File: src/rtl/rtc_timestamp_logger_pkg.sv
// rtl/rtc_timestamp_logger_pkg.sv - shared widths, timestamp layout and FSM states
package rtc_timestamp_logger_pkg;

    localparam int MS_W   = 10;
    localparam int SEC_W  = 6;
    localparam int MIN_W  = 6;
    localparam int HOUR_W = 5;
    localparam int DAY_W  = 5;
    localparam int TS_W   = 32;

    localparam int MS_LSB   = 0;
    localparam int SEC_LSB  = MS_LSB + MS_W;
    localparam int MIN_LSB  = SEC_LSB + SEC_W;
    localparam int HOUR_LSB = MIN_LSB + MIN_W;
    localparam int DAY_LSB  = HOUR_LSB + HOUR_W;

    typedef enum logic {
        IDLE = 1'b0,
        SEND = 1'b1
    } state_t;

    // Fields are packed verbatim; out-of-range RTC values are not clamped.
    function automatic logic [TS_W-1:0] pack_ts(
        input logic [DAY_W-1:0]  day,
        input logic [HOUR_W-1:0] hour,
        input logic [MIN_W-1:0]  min,
        input logic [SEC_W-1:0]  sec,
        input logic [MS_W-1:0]   millisec
    );
        logic [TS_W-1:0] ts;
        ts = '0;
        ts[DAY_LSB  +: DAY_W]  = day;
        ts[HOUR_LSB +: HOUR_W] = hour;
        ts[MIN_LSB  +: MIN_W]  = min;
        ts[SEC_LSB  +: SEC_W]  = sec;
        ts[MS_LSB   +: MS_W]   = millisec;
        return ts;
    endfunction

endpackage

File: src/rtl/rtc_timestamp_logger_if.sv
// rtl/rtc_timestamp_logger_if.sv - timestamp byte stream toward the output stage
interface rtc_timestamp_logger_if;

    logic [7:0] out_data;
    logic       out_valid;
    logic       out_ready;
    logic       out_last;

    modport master (
        output out_data,
        output out_valid,
        output out_last,
        input  out_ready
    );

    modport slave (
        input  out_data,
        input  out_valid,
        input  out_last,
        output out_ready
    );

endinterface

File: src/rtl/rtc_timestamp_logger_ts_fifo.sv
// rtl/rtc_timestamp_logger_ts_fifo.sv - single-clock timestamp FIFO with registered read on pop
module ts_fifo #(
    parameter int DEPTH = 4,
    parameter int W     = 32
) (
    input  logic                   clk,
    input  logic                   reset,
    input  logic                   push,
    input  logic [W-1:0]           wr_data,
    input  logic                   pop,
    output logic [W-1:0]           rd_data,
    output logic                   full,
    output logic                   empty,
    output logic [$clog2(DEPTH):0] count
);

    localparam int AW = $clog2(DEPTH);

    logic [W-1:0]  mem [DEPTH];
    logic [AW-1:0] wr_ptr;
    logic [AW-1:0] rd_ptr;
    logic          push_ok;
    logic          pop_ok;

    assign full    = (count == (AW+1)'(DEPTH));
    assign empty   = (count == '0);
    assign push_ok = push && !full;
    assign pop_ok  = pop && !empty;

    always_ff @(posedge clk) begin
        if (push_ok) begin
            mem[wr_ptr] <= wr_data;
        end
    end

    // Pointers wrap naturally because DEPTH is a power of two.
    always_ff @(posedge clk) begin
        if (reset) begin
            wr_ptr  <= '0;
            rd_ptr  <= '0;
            count   <= '0;
            rd_data <= '0;
        end else begin
            if (push_ok) begin
                wr_ptr <= wr_ptr + AW'(1);
            end
            if (pop_ok) begin
                rd_data <= mem[rd_ptr];
                rd_ptr  <= rd_ptr + AW'(1);
            end
            case ({push_ok, pop_ok})
                2'b10:   count <= count + (AW+1)'(1);
                2'b01:   count <= count - (AW+1)'(1);
                default: count <= count;
            endcase
        end
    end

endmodule

File: src/rtl/rtc_timestamp_logger.sv
// rtl/rtc_timestamp_logger.sv - captures RTC timestamps on event strobes and streams them out MSB first
module rtc_timestamp_logger
    import rtc_timestamp_logger_pkg::*;
#(
    parameter int DEPTH  = 4,
    parameter int DROP_W = 8
) (
    input  logic                   clk,
    input  logic                   reset,
    input  logic                   event_stb,
    input  logic [MS_W-1:0]        millisec,
    input  logic [SEC_W-1:0]       sec,
    input  logic [MIN_W-1:0]       min,
    input  logic [HOUR_W-1:0]      hour,
    input  logic [DAY_W-1:0]       day,
    rtc_timestamp_logger_if.master out_if,
    output logic [$clog2(DEPTH):0] fifo_count,
    output logic                   overflow,
    output logic [DROP_W-1:0]      drop_count,
    input  logic                   clear_ovf
);

    state_t          state;
    logic [1:0]      byte_idx;
    logic            valid_q;
    logic            last_q;
    logic [TS_W-1:0] word;
    logic            fifo_full;
    logic            fifo_empty;
    logic            pop;
    logic            drop;
    logic [7:0]      cur_byte;

    // Fullness is taken before any same-cycle pop, so a full FIFO always drops.
    assign drop = event_stb && fifo_full;
    assign pop  = !fifo_empty &&
                  ((state == IDLE) ||
                   (state == SEND && out_if.out_ready && byte_idx == 2'd3));

    ts_fifo #(
        .DEPTH (DEPTH),
        .W     (TS_W)
    ) u_fifo (
        .clk     (clk),
        .reset   (reset),
        .push    (event_stb),
        .wr_data (pack_ts(day, hour, min, sec, millisec)),
        .pop     (pop),
        .rd_data (word),
        .full    (fifo_full),
        .empty   (fifo_empty),
        .count   (fifo_count)
    );

    always_ff @(posedge clk) begin
        if (reset) begin
            state    <= IDLE;
            byte_idx <= 2'd0;
            valid_q  <= 1'b0;
            last_q   <= 1'b0;
        end else begin
            case (state)
                IDLE: begin
                    if (!fifo_empty) begin
                        state    <= SEND;
                        byte_idx <= 2'd0;
                        valid_q  <= 1'b1;
                        last_q   <= 1'b0;
                    end
                end
                SEND: begin
                    if (out_if.out_ready) begin
                        if (byte_idx == 2'd3) begin
                            byte_idx <= 2'd0;
                            last_q   <= 1'b0;
                            if (fifo_empty) begin
                                state   <= IDLE;
                                valid_q <= 1'b0;
                            end
                        end else begin
                            byte_idx <= byte_idx + 2'd1;
                            last_q   <= (byte_idx == 2'd2);
                        end
                    end
                end
                default: state <= IDLE;
            endcase
        end
    end

    always_comb begin
        cur_byte = 8'h00;
        case (byte_idx)
            2'd0: cur_byte = word[31:24];
            2'd1: cur_byte = word[23:16];
            2'd2: cur_byte = word[15:8];
            2'd3: cur_byte = word[7:0];
            default: cur_byte = 8'h00;
        endcase
    end

    assign out_if.out_valid = valid_q;
    assign out_if.out_last  = last_q;
    assign out_if.out_data  = valid_q ? cur_byte : 8'h00;

    // A drop in the same cycle as clear_ovf restarts the count at one.
    always_ff @(posedge clk) begin
        if (reset) begin
            overflow   <= 1'b0;
            drop_count <= '0;
        end else if (drop) begin
            overflow <= 1'b1;
            if (clear_ovf) begin
                drop_count <= DROP_W'(1);
            end else if (!(&drop_count)) begin
                drop_count <= drop_count + DROP_W'(1);
            end
        end else if (clear_ovf) begin
            overflow   <= 1'b0;
            drop_count <= '0;
        end
    end

endmodule

File: src/flat_wrapper.sv
// flat-port wrapper written by rule: the top's interface ports become plain ports
module rtc_timestamp_logger_flat import rtc_timestamp_logger_pkg::*;
#(
    parameter int DEPTH  = 4,
    parameter int DROP_W = 8
)
  (clk, reset, event_stb, millisec, sec, min, hour, day, fifo_count, overflow, drop_count, clear_ovf, out_if_out_data, out_if_out_valid, out_if_out_last, out_if_out_ready);
  rtc_timestamp_logger_if out_if_i ();
  input  logic clk;
  input  logic reset;
  input  logic event_stb;
  input  logic [MS_W-1:0] millisec;
  input  logic [SEC_W-1:0] sec;
  input  logic [MIN_W-1:0] min;
  input  logic [HOUR_W-1:0] hour;
  input  logic [DAY_W-1:0] day;
  output logic [$clog2(DEPTH):0] fifo_count;
  output logic overflow;
  output logic [DROP_W-1:0] drop_count;
  input  logic clear_ovf;
  output wire logic [$bits(out_if_i.out_data)-1:0] out_if_out_data;
  output wire logic [$bits(out_if_i.out_valid)-1:0] out_if_out_valid;
  output wire logic [$bits(out_if_i.out_last)-1:0] out_if_out_last;
  input wire logic [$bits(out_if_i.out_ready)-1:0] out_if_out_ready;
  assign out_if_out_data = out_if_i.out_data;
  assign out_if_out_valid = out_if_i.out_valid;
  assign out_if_out_last = out_if_i.out_last;
  assign out_if_i.out_ready = out_if_out_ready;
  rtc_timestamp_logger #(.DEPTH(DEPTH), .DROP_W(DROP_W)) u_core (.clk(clk), .reset(reset), .event_stb(event_stb), .millisec(millisec), .sec(sec), .min(min), .hour(hour), .day(day), .out_if(out_if_i), .fifo_count(fifo_count), .overflow(overflow), .drop_count(drop_count), .clear_ovf(clear_ovf));
endmodule
File: config.mk
export PLATFORM = sky130hd
export DESIGN_NAME = rtc_timestamp_logger_flat
export DESIGN_NICKNAME = d
export VERILOG_FILES = /design/src/rtl/rtc_timestamp_logger_pkg.sv /design/src/rtl/rtc_timestamp_logger_if.sv /design/src/rtl/rtc_timestamp_logger_ts_fifo.sv /design/src/rtl/rtc_timestamp_logger.sv /design/src/flat_wrapper.sv
export SDC_FILE = /design/constraint.sdc
export NUM_CORES = 1
export LEC_CHECK = 0
export ABC_AREA = 1
export CAP_MARGIN = 20
export CORE_ASPECT_RATIO = 1.75
export CORE_UTILIZATION = 30
export DETAILED_ROUTE_END_ITERATION = 8
export PLACE_DENSITY = 0.53
export SLEW_MARGIN = 10
export SYNTH_ARGS = -nofsm -noshare
export SYNTH_HDL_FRONTEND = slang
export SYNTH_SLANG_ARGS = --single-unit
File: constraint.sdc
create_clock -name clk -period 3 [get_ports clk]
set_input_delay 0.45 -clock clk [delete_from_list [all_inputs] [get_ports clk]]
set_output_delay 0.45 -clock clk [all_outputs]
set_load 0.01 [all_outputs]
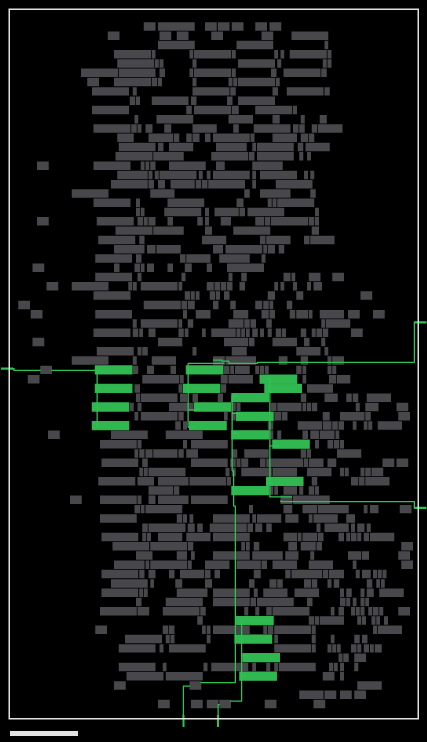
(run_1/port_trees.png)
Scale bar: 20 um.
legend:
  hour:
    colour: green
    direction: input
    edge: 2 east, 2 south, 1 west
    end_cells: 20
    wire: 388 um
IO Count: 59
PortBufs: 58

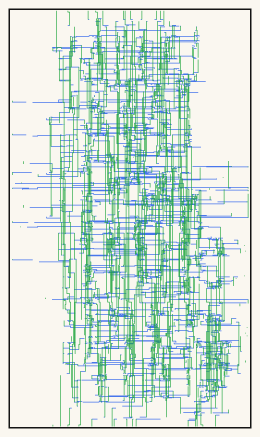
(run_1/layers.png)
Two of the layers only.
legend:
  M2:
    colour: green
    wire_length: 9280 um
  M1:
    colour: blue
    wire_length: 6870 um
gr usage total: 14.1%
vias: 4836
wire per inst: 16.4 um
final wirelength: 16800 um

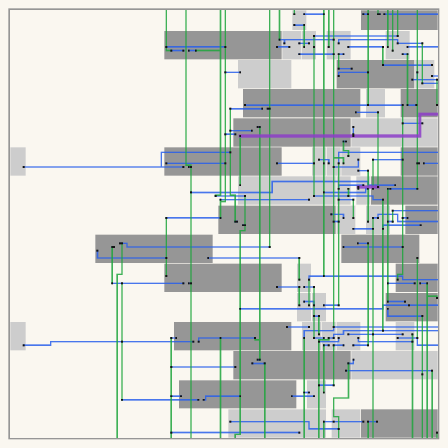
(run_1/closeup.png)
Region (10, 136) to (50, 176) um. Cells in grey, sequential cells in the stronger grey; small squares are vias.
legend:
  M2:
    colour: green
  M1:
    colour: blue
  M3:
    colour: purple
netlist names of flops here include: u_core.u_fifo.mem (12), u_core.u_fifo.rd_data (3)
most frequent: edfxtp_1 (12), nor2_1 (10)
cells with their middle in the window: 43
sequential cells in the window: 15

==> reports/results.txt, run 1 <==
most frequent logic cell in the layout -> nor2_1
Largest register FFs -> 128
Hold Path Class -> flip-flop to flip-flop
worst skew pair latency -> 0.43 ns
Yosys Chip Area -> 7240 um^2
tap cells -> 304
Gate Area -> 2020 um^2
end-of-flow core utilization -> 37.2%
Non-Clock Buffer Area Fraction -> 7.86%
busiest grt layer -> met2
Slew HR -> 48.3%
Min-Delay Startpoint -> u_core.overflow$_SDFFE_PP0P_
CP arrival -> 2.34 ns
Fin Setup TNS -> 0 ns
CP startpoint -> u_core.byte_idx[0]$_SDFFE_PP0P_
hold slack -> 0.476 ns
Max-area cell class -> sequential cells
RSZ-0062 raised after global routing -> no
Layout fillers -> 2329
die width -> 119 um
critical path, cell by cell -> inv_1, ha_1, inv_2, o21ai_0, a31oi_1, clkdlybuf4s50_1
Non-clk invs -> 31
Leakage -> 3.02 nW
outcome -> finished, final reports clean
pwr dens -> 905 nW/um^2
RR Startpoint -> u_core.byte_idx[1]$_SDFFE_PP0P_
die area -> 24800 um^2
P_seq -> 3.51 mW
critical path startpoint category -> flip-flop
==> run_1/ff_map.png <==
Scale bar: 20 um.
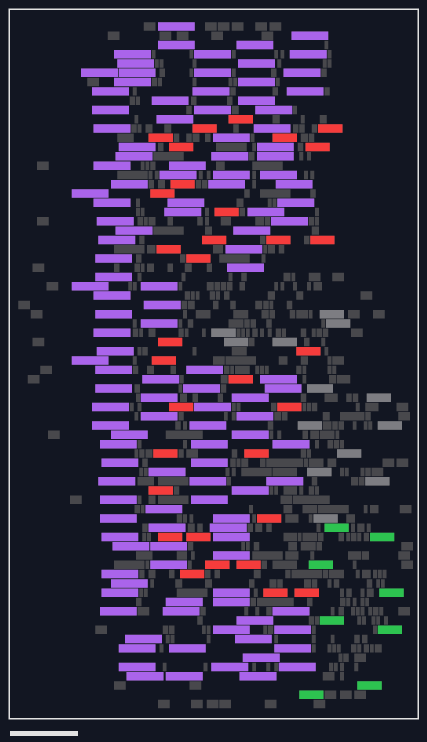

--- run 2 (diff from run 1) ---
--- a/config.mk
+++ b/config.mk
@@ -5,7 +5,7 @@
 export SDC_FILE = /design/constraint.sdc
 export NUM_CORES = 1
 export LEC_CHECK = 0
-export ABC_AREA = 1
+export ABC_CLOCK_PERIOD_IN_PS = 3000
 export CAP_MARGIN = 20
 export CORE_ASPECT_RATIO = 1.75
 export CORE_UTILIZATION = 30
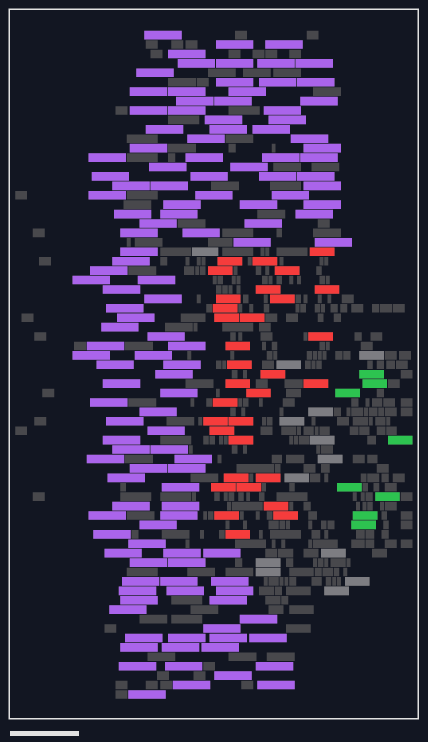
(run_2/ff_map.png)
Scale bar: 20 um.
legend:
  u_core.u_fifo.mem:
    colour: purple
    sequential_cells: 128
  u_core.drop_count:
    colour: green
    sequential_cells: 8
  u_core.u_fifo.rd_data:
    colour: red
    sequential_cells: 32
    where: centre
P_seq: 3.43 mW
flop share of the area: 56.9%
FF+latch area: 4910 um^2
end-of-flow core utilization: 37.8%

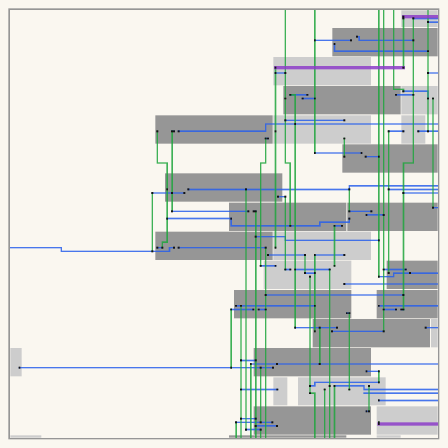
(run_2/closeup.png)
Region (9, 133) to (49, 173) um. Cells in grey, sequential cells in the stronger grey; small squares are vias.
legend:
  M3:
    colour: purple
  M1:
    colour: blue
  M2:
    colour: green
sequential cells in the window: 13
most frequent: edfxtp_1 (13), clkbuf_16 (4), mux4_2 (2)
netlist names of flops here include: u_core.u_fifo.mem (13)
cells with their middle in the window: 21

==> run 2 against run 1 <==
Effect of this change:
- area after synthesis down 2.9%
- synthesized cell count fell by 29%
- sequential share of layout area rose by 0.81 points
- sequential power down 2%
- core utilization rose by 0.57 points
- routed wire length decreased by 18%
- largest cell class unchanged
- largest power group unchanged
- highest routed layer is now met4
==> reports/results.txt, run 2 <==
IO Count -> 59 (unchanged)
Yosys Chip Area -> 7030 um^2 (was 7240 um^2)
drt drc -> 0 (unchanged)
synthesized area per cell -> 15.1 um^2 (was 11.0 um^2)
Slew HR -> 40.1% (was 48.3%)
most frequent logic cell in the layout -> edfxtp_1 (was nor2_1)
Leakage -> 2.81 nW (was 3.02 nW)
# hold bufs at CTS -> 0 (unchanged)
tap cells -> 300 (was 304)
die area -> 24100 um^2 (was 24800 um^2)
Nets -> 575 (was 756)
gr usage total -> 12.3% (was 14.1%)
Yosys warning count -> 0 (unchanged)
wire length on met3 -> 417 um (was 482 um)
RR Startpoint -> u_core.byte_idx[0]$_SDFFE_PP0P_ (was u_core.byte_idx[1]$_SDFFE_PP0P_)
Comb area share -> 22.8% (was 23.1%)
drt initial violations -> 250 (was 257)
vias -> 3927 (was 4836)
outcome -> finished, final reports clean (unchanged)
busiest grt layer -> met2 (unchanged)
Gate Area -> 1970 um^2 (was 2020 um^2)
die width -> 118 um (was 119 um)
CP startpoint -> u_core.byte_idx[0]$_SDFFE_PP0P_ (unchanged)
worst skew pair latency -> 0.43 ns (about the same)
pwr dens -> 868 nW/um^2 (was 905 nW/um^2)
final wirelength -> 13800 um (was 16800 um)
Largest register FFs -> 128 (unchanged)
critical path, cell by cell -> inv_1, ha_2, a222oi_1, o21ai_0, and2_1, clkdlybuf4s50_1 (was inv_1, ha_1, inv_2, o21ai_0, a31oi_1, clkdlybuf4s50_1)
Hold Path Class -> flip-flop to flip-flop (unchanged)
critical path startpoint category -> flip-flop (unchanged)
PortBufs -> 58 (unchanged)
Max-area cell class -> sequential cells (unchanged)
CP arrival -> 2.33 ns (was 2.34 ns)
Non-Clock Buffer Area Fraction -> 8.38% (was 7.86%)
Min-Delay Startpoint -> u_core.u_fifo.rd_data[24]$_SDFFE_PP0P_ (was u_core.overflow$_SDFFE_PP0P_)
hold slack -> 0.458 ns (was 0.476 ns)
Layout fillers -> 2165 (was 2329)
wire per inst -> 16.4 um (about the same)
post-synth top area share -> 54.7% (was 53.1%)
Fin Setup TNS -> 0 ns (unchanged)
Non-clk invs -> 11 (was 31)
Final Hold Violating Endpoints -> 0 (unchanged)
==> run_2/clock_nets.png <==
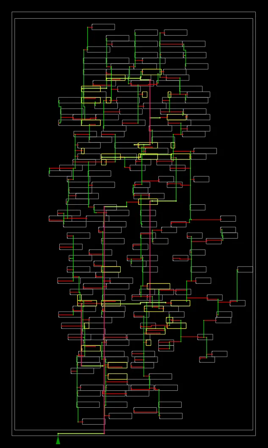

--- run 3 (diff from run 2) ---
--- a/config.mk
+++ b/config.mk
@@ -8,9 +8,9 @@
 export ABC_CLOCK_PERIOD_IN_PS = 3000
 export CAP_MARGIN = 20
 export CORE_ASPECT_RATIO = 1.75
-export CORE_UTILIZATION = 30
+export CORE_UTILIZATION = 40
 export DETAILED_ROUTE_END_ITERATION = 8
-export PLACE_DENSITY = 0.53
+export PLACE_DENSITY = 0.58
 export SLEW_MARGIN = 10
 export SYNTH_ARGS = -nofsm -noshare
 export SYNTH_HDL_FRONTEND = slang
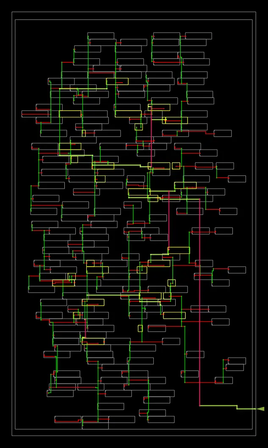
(run_3/clock_nets.png)
Num CTS Buffers: 17
flop count: 181
number of clock buffers in the layout: 18
Max Clock Skew: 0.0120 ns

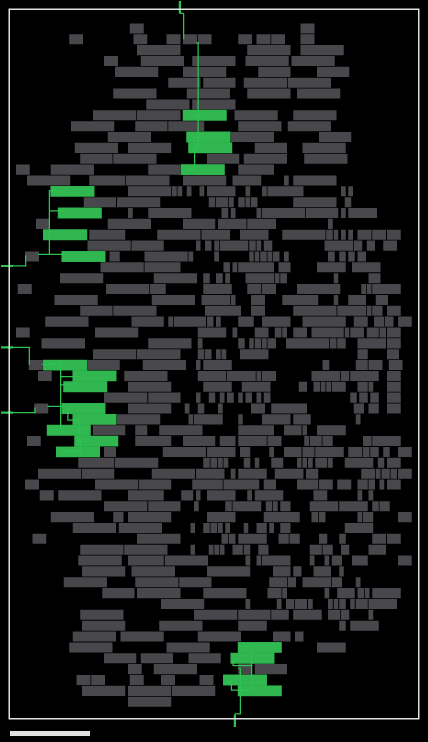
(run_3/port_trees.png)
Scale bar: 20 um.
legend:
  hour:
    colour: green
    direction: input
    edge: 3 west, 1 south, 1 north
    end_cells: 20
    wire: 195 um

==> run 3 against run 2 <==
Effect of this change:
- clock power decreased by 6%
- register-to-register slack got worse by 0.08 ns
- critical path depth decreased by 1
- synthesized cell count unchanged
- sequential power about the same
- worst hold slack improved by 0.00056 ns
- area after synthesis unchanged
- routed wire length about the same
- die area decreased by 25%
- worst setup slack got worse by 0.040 ns
- clock skew increased by 0.0027 ns
- maximum frequency decreased by 1.4%
- critical endpoint is now out_if_out_data[3]
- largest cell class unchanged
- largest power group unchanged
- highest routed layer unchanged
==> reports/results.txt, run 3 <==
outcome -> finished, final reports clean (unchanged)
post-synth top area share -> 54.7% (unchanged)
critical path, cell by cell -> ha_1, a222oi_1, o21ai_0, and2_1, clkdlybuf4s50_1 (was inv_1, ha_2, a222oi_1, o21ai_0, and2_1, clkdlybuf4s50_1)
Non-Clock Buffer Area Fraction -> 8.25% (was 8.38%)
Hold Path Class -> flip-flop to flip-flop (unchanged)
CP startpoint -> u_core.byte_idx[0]$_SDFFE_PP0P_ (unchanged)
final wirelength -> 13800 um (about the same)
Non-clk invs -> 11 (unchanged)
hold slack -> 0.458 ns (about the same)
pwr dens -> 868 nW/um^2 (about the same)
vias -> 3999 (was 3927)
Final Hold Violating Endpoints -> 0 (unchanged)
Layout fillers -> 1486 (was 2165)
Comb area share -> 23.2% (was 22.8%)
Fin Setup TNS -> 0 ns (unchanged)
critical path startpoint category -> flip-flop (unchanged)
gr usage total -> 16.8% (was 12.3%)
Leakage -> 2.78 nW (was 2.81 nW)
drt initial violations -> 206 (was 250)
die width -> 102 um (was 118 um)
end-of-flow core utilization -> 49.7% (was 37.8%)
PortBufs -> 58 (unchanged)
flop share of the area -> 57.9% (was 56.9%)
die area -> 18100 um^2 (was 24100 um^2)
wire per inst -> 17.9 um (was 16.4 um)
tap cells -> 227 (was 300)
RR Startpoint -> u_core.byte_idx[0]$_SDFFE_PP0P_ (unchanged)
worst skew pair latency -> 0.42 ns (was 0.43 ns)
Power figures rest on the tool's default switching activity, not on a simulated workload.
